File: config.mk
export PLATFORM = sky130hd
export DESIGN_NAME = hrm_control
export DESIGN_NICKNAME = d
export VERILOG_FILES = /design/src/rtl/hrm_control.sv
export SDC_FILE = /design/constraint.sdc
export NUM_CORES = 1
export LEC_CHECK = 0
export ABC_CLOCK_PERIOD_IN_PS = 1800
export CAP_MARGIN = 40
export CORE_UTILIZATION = 30
export DETAILED_ROUTE_END_ITERATION = 16
export SYNTH_ARGS = -nofsm -noshare
export SYNTH_HDL_FRONTEND = slang
export SYNTH_SLANG_ARGS = --single-unit
File: constraint.sdc
create_clock -name clk -period 1.8 [get_ports clk]
set_input_delay 0.18 -clock clk [delete_from_list [all_inputs] [get_ports clk]]
set_output_delay 0.18 -clock clk [all_outputs]
set_load 0.03 [all_outputs]
File: src/rtl/hrm_control.sv
// hrm_control: multi-cycle control FSM of the HRM CPU.
// Sequences fetch/decode/execute one instruction at a time and drives the
// datapath strobes, ALU select, PC update and inbox/outbox handshakes.
module hrm_control #(
  parameter bit INBOX_EMPTY_HALTS = 1'b1,
  parameter bit CHECK_R_VALID     = 1'b1
) (
  input  logic       clk,
  input  logic       rst,
  input  logic [7:0] instr,
  input  logic       R_zero,
  input  logic       R_neg,
  input  logic       inbox_empty,
  input  logic       outbox_full,
  output logic       wIR,
  output logic       incPC,
  output logic       ldPC,
  output logic [1:0] muxR,
  output logic       wR,
  output logic       wM,
  output logic [1:0] aluCtl,
  output logic       inbox_rd,
  output logic       outbox_wr,
  output logic       halt,
  output logic       error
);

  typedef enum logic [3:0] {
    S_FETCH,
    S_DECODE,
    S_INWAIT,
    S_OUTWAIT,
    S_MEMRD,
    S_WB,
    S_MEMWR,
    S_JMP,
    S_INCPC,
    S_HALTED
  } state_t;

  state_t     state, state_next;
  logic       r_valid, r_valid_next;
  logic       error_q, error_next;
  logic [3:0] opcode;
  logic       is_alu;
  logic       is_bump;
  logic       needs_r;
  logic       operand_unused;

  assign opcode  = instr[7:4];
  // opcodes 4..7 (ADD, SUB, BUMPUP, BUMPDN) select the ALU; low two bits map to aluCtl
  assign is_alu  = (opcode[3:2] == 2'b01);
  assign is_bump = (opcode[3:1] == 3'b011);
  assign needs_r = (opcode == 4'h1) || (opcode == 4'h3) || (opcode == 4'h4) ||
                   (opcode == 4'h5) || (opcode == 4'h9) || (opcode == 4'hA);
  // operand bits are consumed by the datapath, not by control
  assign operand_unused = ^instr[3:0];

  assign error = error_q;

  // State, R-valid tracking and sticky error flag
  always_ff @(posedge clk) begin
    if (rst) begin
      state   <= S_FETCH;
      r_valid <= 1'b0;
      error_q <= 1'b0;
    end else begin
      state   <= state_next;
      r_valid <= r_valid_next;
      error_q <= error_next;
    end
  end

  // Next-state and output decode
  always_comb begin
    state_next   = state;
    r_valid_next = r_valid;
    error_next   = error_q;
    wIR          = 1'b0;
    incPC        = 1'b0;
    ldPC         = 1'b0;
    muxR         = 2'b00;
    wR           = 1'b0;
    wM           = 1'b0;
    aluCtl       = 2'b00;
    inbox_rd     = 1'b0;
    outbox_wr    = 1'b0;
    halt         = 1'b0;

    unique case (state)
      S_FETCH: begin
        wIR        = 1'b1;
        state_next = S_DECODE;
      end
      S_DECODE: begin
        unique case (opcode)
          4'h0:                      state_next = S_INWAIT;
          4'h1:                      state_next = S_OUTWAIT;
          4'h2, 4'h4, 4'h5, 4'h6,
          4'h7:                      state_next = S_MEMRD;
          4'h3:                      state_next = S_MEMWR;
          4'h8:                      state_next = S_JMP;
          4'h9:                      state_next = R_zero ? S_JMP : S_INCPC;
          4'hA:                      state_next = R_neg ? S_JMP : S_INCPC;
          4'hF:                      state_next = S_HALTED;
          default: begin
            state_next = S_HALTED;
            error_next = 1'b1;
          end
        endcase
        if (CHECK_R_VALID && !r_valid && needs_r) begin
          state_next = S_HALTED;
          error_next = 1'b1;
        end
      end
      S_INWAIT: begin
        if (!inbox_empty) begin
          wR           = 1'b1;
          inbox_rd     = 1'b1;
          r_valid_next = 1'b1;
          state_next   = S_INCPC;
        end else if (INBOX_EMPTY_HALTS) begin
          state_next = S_HALTED;
        end
      end
      S_OUTWAIT: begin
        if (!outbox_full) begin
          outbox_wr  = 1'b1;
          state_next = S_INCPC;
        end
      end
      S_MEMRD: begin
        aluCtl     = is_alu ? opcode[1:0] : 2'b00;
        state_next = S_WB;
      end
      S_WB: begin
        wR           = 1'b1;
        muxR         = is_alu ? 2'b11 : 2'b01;
        aluCtl       = is_alu ? opcode[1:0] : 2'b00;
        r_valid_next = 1'b1;
        state_next   = is_bump ? S_MEMWR : S_INCPC;
      end
      S_MEMWR: begin
        wM         = 1'b1;
        state_next = S_INCPC;
      end
      S_JMP: begin
        ldPC       = 1'b1;
        state_next = S_FETCH;
      end
      S_INCPC: begin
        incPC      = 1'b1;
        state_next = S_FETCH;
      end
      S_HALTED: begin
        halt = 1'b1;
      end
      default: state_next = S_FETCH;
    endcase

    // reset drops any strobe of the interrupted cycle
    if (rst) begin
      wIR       = 1'b0;
      incPC     = 1'b0;
      ldPC      = 1'b0;
      muxR      = 2'b00;
      wR        = 1'b0;
      wM        = 1'b0;
      aluCtl    = 2'b00;
      inbox_rd  = 1'b0;
      outbox_wr = 1'b0;
    end
  end

endmodule

Fig. 1: wiring by layer
Bar = 10 µm. Two of the layers only.
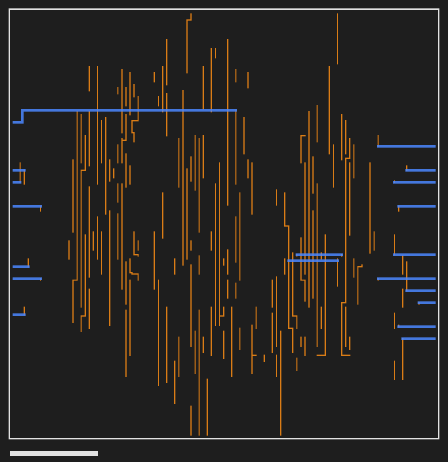
- blue: met3 (wire length 89.1 µm)
- orange: met2 (wire length 833 µm)
Tot GR Track Use: 15.2%
WL final: 1.74 mm

Fig. 2: logic cells by family
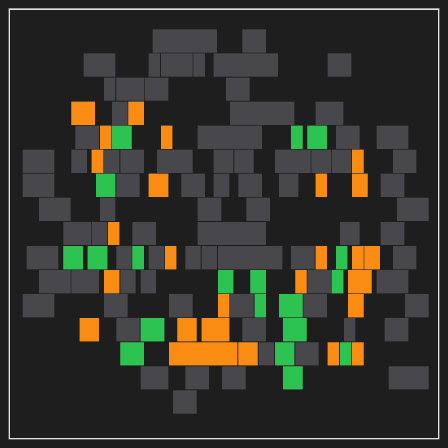
- green: NAND gates (cells 19)
- orange: NOR gates (cells 26)
multi-input logic portion of the cell area: 51.8%
most frequent logic cell in the layout: sky130_fd_sc_hd__buf_4

==> run summary <==
Synthesis and PnR results.

- The synthesized area is between 600 and 700 µm².
- With fillers left out, the area of the finished cells amounts to between 900 and 1000 µm².
- The sequential fraction of the synthesis area reads 18.6%.
- The count of warnings emitted by yosys is 0.
- The average instance in the mapped netlist occupies roughly 6.5 µm².
- The final period utilization is 95.2%.
- Subtracting the final worst setup slack from the clock period gives about 1.7 ns.
- The number of remaining DRC errors is 0.
- The placeable core area is approximately 2000 µm².
- For this design the top-level I/O count stands at 27.
- The largest register by flop count is state.
- The width of the die reads 48.4 µm.
- The most instantiated library cell after synthesis reads sky130_fd_sc_hd__nor2_1.
- The clock transition at the register clock pins on the worst setup and hold paths after CTS reads 0.04 ns.
- The number of antenna diodes is 0.
- The synthesis report gives the async set-or-reset register share as 0%.
- The flip-flop count of the largest register after layout is 4.
- The routed length on met1 reads 816 µm.
- The capturing element type of the critical path is an output port.
- The routed via count is 768.
- Max fanout on the critical path was recorded as 13.
- Counting endpoints that fail hold in the final report gives 0.
- The worst hold-check path type reads register to register.
- The aggregate global routing overflow is 0.
- The share of the synthesized netlist area taken by xor and xnor gates is 0%.
- The post-synthesis net count is 113.
- The instance area at placement is 918 µm².
- The most critical hold endpoint after final layout shows a slack of 0.474 ns.
- In the layout the commonest cells are sky130_fd_sc_hd__buf_4 (20), sky130_fd_sc_hd__nor2_1 (13), sky130_fd_sc_hd__clkdlybuf4s50_1 (10), sky130_fd_sc_hd__nand2b_1 (7), sky130_fd_sc_hd__a21oi_1 (7).
- TritonCTS built the clock tree.
- The detailed router finished its first iteration with 11 violations.
- The largest non-sequential cell family by area is simple AND/OR/NAND/NOR gates.
- Once the clock tree was built, the setup fixing pass inserted 0 buffers.
- The post-synthesis share of cell area spent on and, or, nand and nor gates reads 49.2%.
- The portion of synthesized cell area occupied by the leading cell type is between 10% and 20%.
- The commonest cells after synthesis are sky130_fd_sc_hd__nor2_1 (13), sky130_fd_sc_hd__a21oi_1 (7), sky130_fd_sc_hd__clkbuf_1 (7), sky130_fd_sc_hd__nand2b_1 (7).
- For reference, the critical path is captured by wR.
- The number of different library cells used by synthesis comes to 32.
- The capture point of the worst reg-to-reg path is state[2]$_SDFFE_PP0P_.
- The maximum clock skew at final layout reads 0.000503 ns.
- The flow ran to the end, and the final reports show no timing, DRC or antenna violations.
- The maximum clock frequency reads 583 MHz.
- The depth of the worst hold-timing path reads 2.
- After filler insertion, the fill cell instance count of the layout stands at 230.
- The iteration tally of the first detailed-router pass reads 4.
- The max-slew violation total from the final report is 0.
- The capture endpoint of the worst hold path reads error$_SDFFE_PP0P_.
- The area of the chip reads 2340 µm².
- The count of hold buffers inserted by post-cts repair reads 0.
- The placer's final routability congestion estimate is 0.736.
- Clock tree synthesis selected as its root buffer the cell sky130_fd_sc_hd__clkbuf_4.
- The cell taking the most area after synthesis reads sky130_fd_sc_hd__dfxtp_1.
- The post-synthesis sequential element count reads 6.
- The most critical setup path has its startpoint at state[1]$_SDFFE_PP0P_.
- The critical path launch point type reads a register.
- Setup slack on the worst reg-to-reg path comes out at 0.18 ns.
- The final count of negative-setup-slack endpoints reads 0.
- In this run, the synthesized area fraction spent on adder and majority cells is recorded as 1.55%.
- The setup total negative slack reads 0 ns.
- The placed wire-length estimate reads 1.36 mm.
- The final core utilization reads 47.2%.
- The area growth from synthesis to layout is 46.3%.
- By area the synthesized netlist is led by sky130_fd_sc_hd__dfxtp_1 (19%), sky130_fd_sc_hd__nor2_1 (7.6%), sky130_fd_sc_hd__nand2b_1 (6.8%).
- The number of global-route vias before repair reads 687.
- Setup repair after global routing left no endpoint under its margin.
- The slew at the pin with the worst max-slew slack reads between 0.3 and 0.4 ns.
- The floorplan core density is 32.2%.
- The tightest slew margin relative to the limit reads 78.1%.
- Counting cells, the worst reg-to-reg path comes to 3.
- The sum of met3 wire segment lengths after detailed routing reads roughly 89 µm.
- The number of antenna violations at the first check in global routing is 0.
- The area share of and-or/or-and cells after synthesis is 22.7%.
- The first global-routing pass estimated 2.84 mm of wire.
- The data required time at the worst endpoint reads around 1.6 ns.
- The amount of wire on met2 after detailed routing is 833 µm.
- Prior to clock tree synthesis, the placed netlist has a worst setup slack of 0.0816 ns.
- The ratio of routed vias to standard cells reads 5.09.
- Yosys mapped a number of flops with a built-in enable equal to 0.
- The tool warning count for the run is 31.
- The script extracted a total leakage power of about 0.37 nW.
- The overall die height is slightly below 50 µm.
- The startpoint of the lowest-slack hold path is error$_SDFFE_PP0P_.
- The data arrival at the endpoint of the critical path is 1.53 ns.
- The clock latency of the later-clocked register in the worst-skew pair reads 0.24 ns.
- The final power report lists total power as 0.000652 W.
- The count of nets left with antenna violations once routing finished came out at 0.
- The worst setup path is of the register to output port kind.
- The maximum number of pins on one net before global-route repair is 14.
- The number of buffers between clock root and the deepest sink reads 2.
Fig. 3: routing congestion map
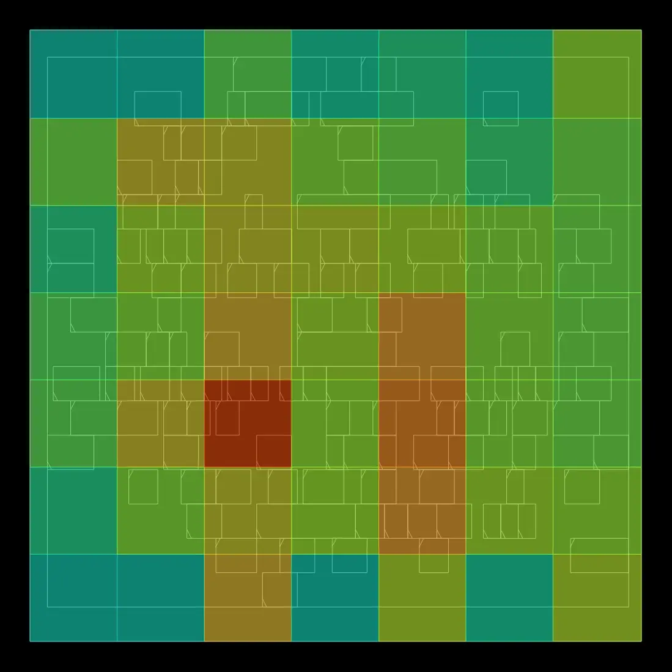
met2 Usage GRT: 27.0%
met1 usage in global routing: 18.1%
most utilized layer in the global route result: met2
detail-routed net length per standard cell: 11.5 µm

==> final cells by class <==
cell class	instances	area, µm²	share of cell area (%)
clock buffers	3	22.5	2.38
well taps	27	33.8	3.58
inverters	4	15.0	1.59
flip-flops and latches	6	121	12.8
multi-input cells	80	489	51.8
repair buffers	31	263	27.8
==> power by group <==
part           internal, W  leakage [nW]  total (W)  switching (W)
logic             0.000157         0.308   0.000333       0.000177
clock network    0.0000754        0.0138   0.000123      0.0000480
registers         0.000157        0.0496   0.000195      0.0000384
==> critical path, stage by stage, from the launching register on <==
cell                      delay, ns
sky130_fd_sc_hd__dfxtp_2       0.43
sky130_fd_sc_hd__or3b_1        0.39
sky130_fd_sc_hd__o22ai_1       0.14
sky130_fd_sc_hd__and2_1        0.17
sky130_fd_sc_hd__buf_4         0.16
Power figures rest on the tool's default switching activity, not on a simulated workload.
